==> config.mk <==
export PLATFORM = sky130hd
export DESIGN_NAME = k_dsp_execute
export DESIGN_NICKNAME = d
export VERILOG_FILES = /design/src/rtl/k_dsp_pkg.sv /design/src/rtl/k_dsp_sat.sv /design/src/rtl/k_dsp_execute.sv
export SDC_FILE = /design/constraint.sdc
export NUM_CORES = 1
export LEC_CHECK = 0
export ABC_AREA = 1
export CAP_MARGIN = 20
export CORE_UTILIZATION = 55
export CTS_CLUSTER_DIAMETER = 150
export DETAILED_ROUTE_END_ITERATION = 16
export GPL_TIMING_DRIVEN = 0
export PLACE_DENSITY = 0.72
export SYNTH_ARGS = -nofsm -noshare
export SYNTH_HDL_FRONTEND = slang
export SYNTH_HIERARCHICAL = 1
export SYNTH_SLANG_ARGS = --single-unit
==> constraint.sdc <==
create_clock -name clk -period 9.85 [get_ports clk]
set_clock_uncertainty 0.05 [all_clocks]
set_input_delay 1.4775 -clock clk [delete_from_list [all_inputs] [get_ports clk]]
set_output_delay 1.4775 -clock clk [all_outputs]
set_load 0.02 [all_outputs]
Figure 1. Layout detail.
Window x 75 to 125, y 116 to 166 um. Cells in gray, sequential cells in the stronger gray; small squares are vias.
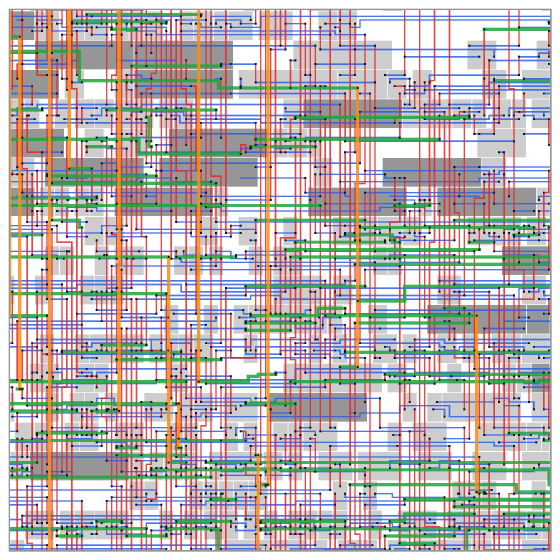
legend:
  red:
    layer: M2
  orange:
    layer: M4
  green:
    layer: M3
  blue:
    layer: M1
sequential cells in the window: 15
most frequent: nand2_1 (42), nor2_1 (32), inv_1 (26)
cells with their middle in the window: 217

Figure 2. Drive-strength map.
Drawn at 1.5 px/um.
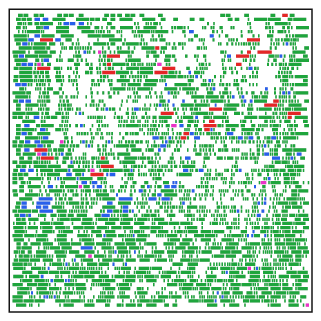
legend:
  red:
    size: x6 and larger
    cells: 30
    most_used: clkbuf_16
  green:
    size: x1 and smaller
    cells: 2,912
    most_used: nand2_1
  magenta:
    size: x3 and x4
    cells: 12
  blue:
    size: x2
    cells: 163
    most_used: mux2_2
design area: 0.02408 mm2
number of non-clock buffers in the layout: 199
Layout area overhead: 10.80%
post-route setup slack: 0.4794 ns

Figure 3. Cell outlines without signal wires.
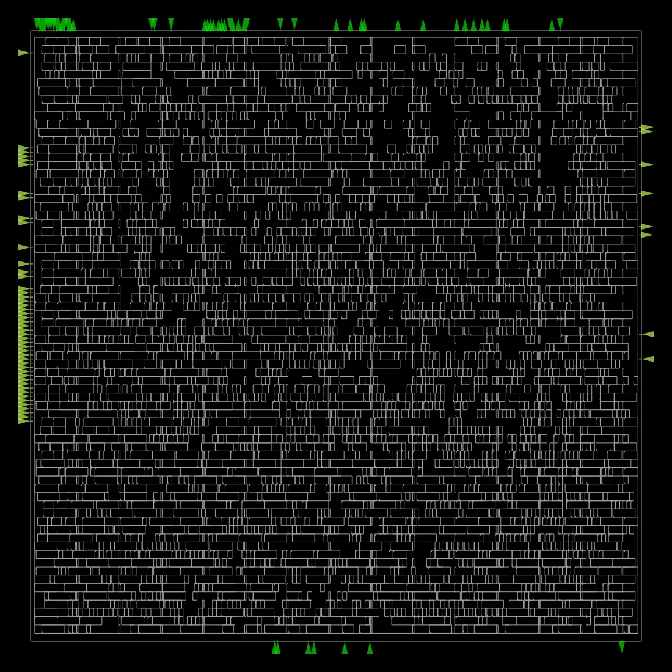
non-filler cells, final: 3,635
post-layout utilization of the core: 62.01%
# fillers: 3,594
row count: 72
CORE AREA: 0.03883 mm2

Figure 4. PDN straps and rails.
Drawn at 2 px/um. Pins as bars on the die edge.
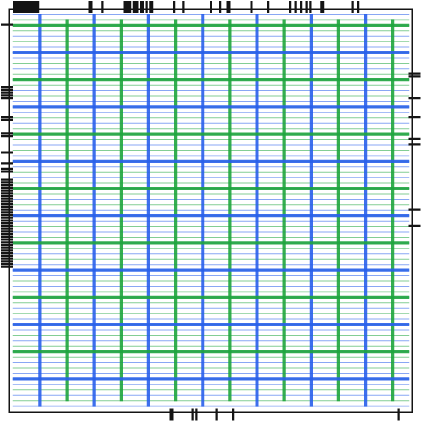
legend:
  blue:
    net: VSS
  green:
    net: VDD
signal pins: 108
met1 rails: 73
Chip Height: 200.8 um
chip width: 200.8 um

==> flow_metrics.env <==
# source this file to load flow results
export IMPL_yosys_warnings=6
export IMPL_path_clk_slew_ns=0.07
export IMPL_worst_pin_slew_ns=1.036
export IMPL_flop_cell="dfrtp_1"
export IMPL_drt_iter0_markers=2135
export IMPL_cts_root_buf="clkbuf_16"
export IMPL_cts_tree="built"
export IMPL_finalCritPeriodShare_pct=95.13
export IMPL_rsz0062_at_grt="no"
export IMPL_grt_first_pass_wirelength_um=114100
export IMPL_place_area_mm2=0.02347
export IMPL_dp_hpwl_um=61560
export IMPL_status="complete, no violations"
export IMPL_firstDrtPassIters=8
export IMPL_cts_max_path_buffers=2
export IMPL_worstPathArrival_ns=9.66
export IMPL_synthDistinctLibCells=58
export IMPL_path_buffers=6
export IMPL_max_stage_delay_ns=0.71
export IMPL_critPathKind="register to register"
export IMPL_yosysTopAreaCellShare_pct=24.32
export IMPL_final_hold_violation_count=0
export IMPL_ff2ff_path_depth=38
export IMPL_ant_nets=0
export IMPL_num_antenna_cells=0
export IMPL_async_flop_share_pct=100.0
export IMPL_cts_sinks=135
export IMPL_antenna_found_initial=1
export IMPL_syn_nets=3474
export IMPL_path_delay_family="adder cells"
export IMPL_synth_most_common_cell="nand2_1"
export IMPL_fin_crit_ns=9.371
export IMPL_holdBufCountCts=0
export IMPL_routed_via_density=5.603
export IMPL_cap_violations=0
export IMPL_vias=20370
export IMPL_path_depth=38
export IMPL_htree_levels=4
export IMPL_syn_area_mm2=0.02173
export IMPL_relSlewSlack_pct=30.67
[per-stage QoR]
stage	utilization [%]	instances	hold slack, ns	TNS [ns]	setup slack [ns]
detailed placement	60.45	3616	0.4141	-1.034	-0.4160
floorplan	-	2991	0.4030	0	2.081
finish	62.01	3635	0.4317	0	0.4794
CTS	61.94	3647	0.4314	0	0.01596
global route	62.01	3635	0.4584	0	0.003269
global placement	60.37	3615	0.4145	-0.5908	-0.3020
[routing by layer]
layer  vias to the layer above  GRT usage (%)  routed length, um
li1                       9442              -                  -
met1                      9745          51.99              31080
met2                      1020          58.31              32400
met3                       157          6.818               7109
met4                         2          13.69               2705
met5                         -              0                 13
[cells by family after synthesis]
group | Yosys count | synth area share, %
AND/OR/NAND/NOR | 1149 | 21.90
buffers and inverters | 761 | 13.27
adder cells (fa/ha/maj) | 411 | 32.78
AND-OR/OR-AND | 405 | 10.69
flip-flops | 135 | 15.54
XOR/XNOR | 80 | 3.259
multiplexers | 49 | 2.539
other | 1 | 0.01726
[placed cells by master, fill, tap and decap left out, types with 26 or more instances in the layout]
master,synthesis,layout
nand2_1,705,705
inv_1,653,652
fa_1,264,263
nor2_1,228,228
a21oi_1,184,183
ha_1,147,147
dfrtp_1,135,131
clkdlybuf4s50_1,0,105
o21ai_0,104,104
nand3_1,91,91
xor2_1,57,55
mux2_2,49,49
clkbuf_2,0,33
clkbuf_1,76,33
a31oi_1,29,29
or2_2,28,28
nor3_1,27,26
[worst reg2reg max path: cells and delay by family, from the launching register on]
family                     cells  cell delay, ns
AOI/OAI and AO/OA              6            1.47
adders and majority gates      8            3.82
xor gates and xnor gates       2            0.47
and+or+nand+nor               16            1.79
DFF                            1            0.71
buffers and inverters          6            0.96
[layout make-up]
cell class                      instances  area, um2
Multi-Input combinational cell       2095      15500
Clock inverter                         14      128.9
Fill cell                            3594      14750
Sequential cell                       135       3383
Clock buffer                           18      429.2
Inverter                              656       2462
Buffer                                 91      425.4
Timing Repair Buffer                  108       1097
Tap cell                              518      648.1
[repair_timing]
action / CTS / global route
pin swaps: 0 / 1
resized: 9 / 73
setup buffers: 0 / 1
gates cloned: 0 / 0
endpoints found under the setup margin: 5 / 16
